The metal 1 layer:
The bar under the picture is 50 microns long. Cells faint in the background.
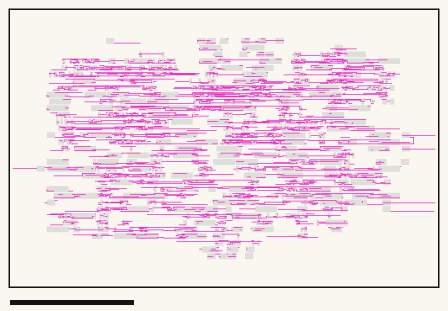
Signal wires on met2:
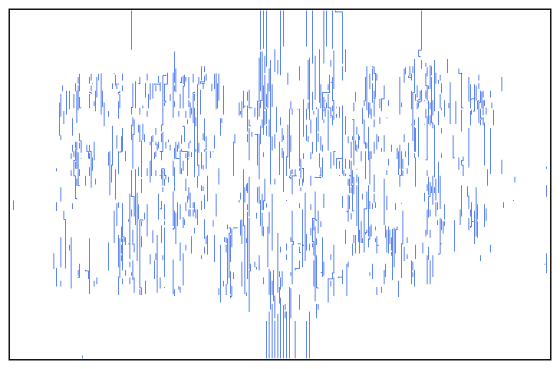
$ cat config.mk
export PLATFORM = sky130hd
export DESIGN_NAME = inv_array_ctrl
export DESIGN_NICKNAME = d
export VERILOG_FILES = /design/src/rtl/inv_array_pkg.sv /design/src/rtl/inv_chan.sv /design/src/rtl/inv_array_ctrl.sv
export SDC_FILE = /design/constraint.sdc
export NUM_CORES = 1
export LEC_CHECK = 0
export ABC_AREA = 1
export CAP_MARGIN = 20
export CORE_ASPECT_RATIO = 0.6
export CORE_MARGIN = 10
export CORE_UTILIZATION = 35
export CTS_CLUSTER_DIAMETER = 150
export DETAILED_ROUTE_END_ITERATION = 10
export GPL_TIMING_DRIVEN = 1
export HOLD_SLACK_MARGIN = 0.06
export PLACE_DENSITY = 0.52
export SYNTH_ARGS = -nofsm -noshare
export SYNTH_HDL_FRONTEND = slang
export SYNTH_SLANG_ARGS = --single-unit
$ cat constraint.sdc
create_clock -name clk -period 5.9 [get_ports clk]
set_input_delay 1.77 -clock clk [delete_from_list [all_inputs] [get_ports clk]]
set_output_delay 1.77 -clock clk [all_outputs]
set_load 0.05 [all_outputs]
$ cat src/rtl/inv_array_pkg.sv
// rtl/inv_array_pkg.sv - shared mode encoding and counter width for the inverter array
package inv_array_pkg;

   typedef enum logic [1:0] {
      PASS   = 2'b00,
      INVERT = 2'b01,
      TOGGLE = 2'b10,
      FORCE0 = 2'b11
   } mode_t;

   localparam int CNT_W = 8;

endpackage

$ cat src/rtl/inv_chan.sv
// rtl/inv_chan.sv - one channel: synchronizer, glitch filter, mode mux, toggle and edge counter
module inv_chan
   import inv_array_pkg::*;
#(
   parameter int FILT_W = 3
) (
   input  logic              clk,
   input  logic              rst,
   input  logic              din,
   input  mode_t             mode,
   input  logic [FILT_W-1:0] thresh,
   input  logic              tog_clr,
   input  logic              cnt_clr,
   output logic              dout,
   output logic [CNT_W-1:0]  cnt
);

   logic              sync1;
   logic              s;
   logic              filt;
   logic              tog;
   logic [FILT_W-1:0] count;
   logic              fire;
   logic              rise;

   // >= rather than == so a threshold lowered mid-count still fires promptly
   assign fire = (s != filt) && (count >= thresh);
   assign rise = fire && s;

   always_ff @(posedge clk or posedge rst) begin
      if (rst) begin
         sync1 <= 1'b0;
         s     <= 1'b0;
         filt  <= 1'b0;
         count <= '0;
      end else begin
         sync1 <= din;
         s     <= sync1;
         if (s == filt) begin
            count <= '0;
         end else if (fire) begin
            filt  <= s;
            count <= '0;
         end else begin
            count <= count + 1'b1;
         end
      end
   end

   // A config write clears tog even if a rising edge lands on the same cycle
   always_ff @(posedge clk or posedge rst) begin
      if (rst) begin
         tog <= 1'b0;
         cnt <= '0;
      end else begin
         if (tog_clr) begin
            tog <= 1'b0;
         end else if (rise) begin
            tog <= ~tog;
         end
         if (cnt_clr) begin
            cnt <= '0;
         end else if (rise && (cnt != {CNT_W{1'b1}})) begin
            cnt <= cnt + 1'b1;
         end
      end
   end

   always_ff @(posedge clk or posedge rst) begin
      if (rst) begin
         dout <= 1'b0;
      end else begin
         case (mode)
            PASS:    dout <= filt;
            INVERT:  dout <= ~filt;
            TOGGLE:  dout <= tog;
            default: dout <= 1'b0;
         endcase
      end
   end

endmodule

$ cat src/rtl/inv_array_ctrl.sv
// rtl/inv_array_ctrl.sv - config decode, per-channel config registers and counter readback mux
module inv_array_ctrl
   import inv_array_pkg::*;
#(
   parameter int         CHANNELS = 4,
   parameter int         FILT_W   = 3,
   parameter logic [1:0] RST_MODE = 2'b01
) (
   input  logic                clk,
   input  logic                rst,
   input  logic [CHANNELS-1:0] din,
   output logic [CHANNELS-1:0] dout,
   input  logic                cfg_we,
   input  logic [2:0]          cfg_ch,
   input  logic [1:0]          cfg_mode,
   input  logic [FILT_W-1:0]   cfg_thresh,
   input  logic [CHANNELS-1:0] cnt_clr,
   input  logic [2:0]          rd_ch,
   output logic [CNT_W-1:0]    rd_cnt
);

   logic [CNT_W-1:0]    cnt [CHANNELS];
   logic [CHANNELS-1:0] wr_hit;
   logic [CNT_W-1:0]    rd_sel;

   genvar g;
   generate
      for (g = 0; g < CHANNELS; g++) begin : g_chan
         mode_t             mode_q;
         logic [FILT_W-1:0] thresh_q;

         // Out-of-range channel indices match no slice, so such writes vanish
         assign wr_hit[g] = cfg_we && ({1'b0, cfg_ch} == 4'(g));

         always_ff @(posedge clk or posedge rst) begin
            if (rst) begin
               mode_q   <= mode_t'(RST_MODE);
               thresh_q <= '0;
            end else if (wr_hit[g]) begin
               mode_q   <= mode_t'(cfg_mode);
               thresh_q <= cfg_thresh;
            end
         end

         inv_chan #(
            .FILT_W (FILT_W)
         ) u_chan (
            .clk     (clk),
            .rst     (rst),
            .din     (din[g]),
            .mode    (mode_q),
            .thresh  (thresh_q),
            .tog_clr (wr_hit[g]),
            .cnt_clr (cnt_clr[g]),
            .dout    (dout[g]),
            .cnt     (cnt[g])
         );
      end
   endgenerate

   always_comb begin
      rd_sel = '0;
      for (int i = 0; i < CHANNELS; i++) begin
         if ({1'b0, rd_ch} == 4'(i)) begin
            rd_sel = cnt[i];
         end
      end
   end

   always_ff @(posedge clk or posedge rst) begin
      if (rst) begin
         rd_cnt <= '0;
      end else begin
         rd_cnt <= rd_sel;
      end
   end

endmodule

==> notes.md <==
Synthesis and PnR results.

- The flow ran to the end, and the final reports show no timing, DRC or antenna violations.
- The launch point of the worst reg-to-reg path reads g_chan[1].thresh_q[2]$_DFFE_PP0P_.
- The number of standard-cell rows in the floorplan reads 33.
- After synthesis, the cell types taking the most area are sky130_fd_sc_hd__dfrtp_1 45%, sky130_fd_sc_hd__nand2_1 14%, sky130_fd_sc_hd__nor2_1 5.8%.
- The die outline area reads 0.0193 sq mm.
- The iteration count recorded for the first detailed-route pass is 4.
- The HPWL after detailed placement reads 8470 microns.
- The maximum level of the CTS H-tree is 3.
- In the final report, the number of endpoints failing setup comes to 0.
- At the worst endpoint, the arrival time is between 1 and 1.5 ns.
- The dominant power group reads registers.
- The clock buffer count from CTS reads 9.
- The maximum single-stage delay on the critical path is a little over 0.8 ns.
- The cell with the most instances after synthesis reads sky130_fd_sc_hd__nand2_1.
- The CTS root buffer is sky130_fd_sc_hd__clkbuf_16.
- The commonest register cell is sky130_fd_sc_hd__dfrtp_1.
- The slowest cell on the critical path reads sky130_fd_sc_hd__clkdlybuf4s50_1.
- The synthesis area per yosys is 0.00491 sq mm.
- Buffers inserted to repair hold after CTS numbered 0.
- The slew at the pin closest to its max-slew limit reads 0.726 ns.
- The number of sinks driven by the clock tree is 92.
- The proportion of power drawn by the clock network reads about 30%.
- The synthesized-area fraction occupied by xor and xnor cells is 2.50%.
- In the hold report, the worst path ends at g_chan[1].u_chan.s$_DFF_PP0_.
- The category of cells accounting for the largest share of critical-path delay is buffers and inverters.
- The synthesized area per cell reads 7.90 sq um.
- The combinational share of power reads 27.3%.
- The area fraction in and, or, nand and nor cells after synthesis is between 30% and 40%.
- The startpoint class of the critical path is a flop.
- The antenna diode instance count reads 0.
- Per the OpenROAD power report, switching power amounts to a little over 0.7 mW.
- The worst-case setup slack after placement is approximately 2.5 ns.
- During I/O placement, the number of pins put on the boundary was 34.
- The async set or reset register ratio after synthesis is 100%.
- Timing would allow up to 0.307 GHz.
- Power attributed to the clock group is just under 0.6 mW.
- The leakage power summed over all cells is 2.76 nW.
- After layout, the minimum clock period comes to 3.25 ns.
- TritonCTS built the clock tree.
- Global routing used about an eighth of the available tracks across all layers.
- The net count of the mapped netlist reads 664.
## Picture notes: 'the metal 1 layer'
- wire length on this layer: 6120 microns
- longest straight run: 40.9 microns
- main direction: horizontal
- nets with wire on the layer: 653
- share of all routed wire: 54%
overall routed net length: 11300 microns
met1 demand-to-capacity share in global routing: 17.5%
via total after detailed routing: 3883

## Picture notes: 'signal wires on met2'
- nets with wire on the layer: 504
- longest straight run: 39.8 microns
- main direction: vertical
- wire length on this layer: 4610 microns
met2 capacity usage during global routing: 17.1%

## stage by stage
stage | area, sq um | power [mW]
floorplan | 4910 | 1.27
global placement | 5420 | 1.39
detailed placement | 5420 | 1.42
CTS | 5730 | 2.02
global route | 5730 | 2.14
finish | 5730 | 2.00
## layout make-up
type,instances,area (sq um)
clock buffers,12,256
clock inverters,4,48.8
fillers,1391,7980
inverters,83,313
multi-input cells,435,2220
flip-flops and latches,92,2310
well taps,192,240
repair buffers,34,338
## registers in the layout, indices dropped and copies added (netlist names)
| name | cells |
|---|---|
| g_chan.u_chan.filt | 4 |
| g_chan.thresh_q | 12 |
| g_chan.u_chan.tog | 4 |
| g_chan.u_chan.sync1 | 4 |
| g_chan.u_chan.dout | 4 |
| g_chan.u_chan.count | 12 |
| g_chan.mode_q | 8 |
| rd_cnt | 8 |
| g_chan.u_chan.cnt | 32 |
| g_chan.u_chan.s | 4 |
## worst max path at each step
stage | slack [ns] | depth (start not counted) | to | start
final | 2.65 | 1 | dout[1] | g_chan[1].u_chan.dout$_DFF_PP0_
after global routing | 2.60 | 1 | dout[1] | g_chan[1].u_chan.dout$_DFF_PP0_
after CTS | 2.62 | 1 | dout[1] | g_chan[1].u_chan.dout$_DFF_PP0_
after detailed placement | 2.47 | 3 | g_chan[2].u_chan.cnt[6]$_DFFE_PP0P_ | rst
after global placement | 2.48 | 3 | g_chan[2].u_chan.cnt[6]$_DFFE_PP0P_ | rst
after floorplan | 1.74 | 1 | g_chan[0].mode_q[1]$_DFFE_PP0P_ | rst
## routing by layer
metal | wire length [microns] | up-vias | GRT usage (%)
met5 | 0 | - | 0
met4 | 98 | 0 | 3.03
met3 | 450 | 10 | 2.63
met2 | 4610 | 55 | 17.1
met1 | 6120 | 1808 | 17.5
li1 | - | 2010 | -
No activity file was given, so power comes from the tool's default toggle rates.
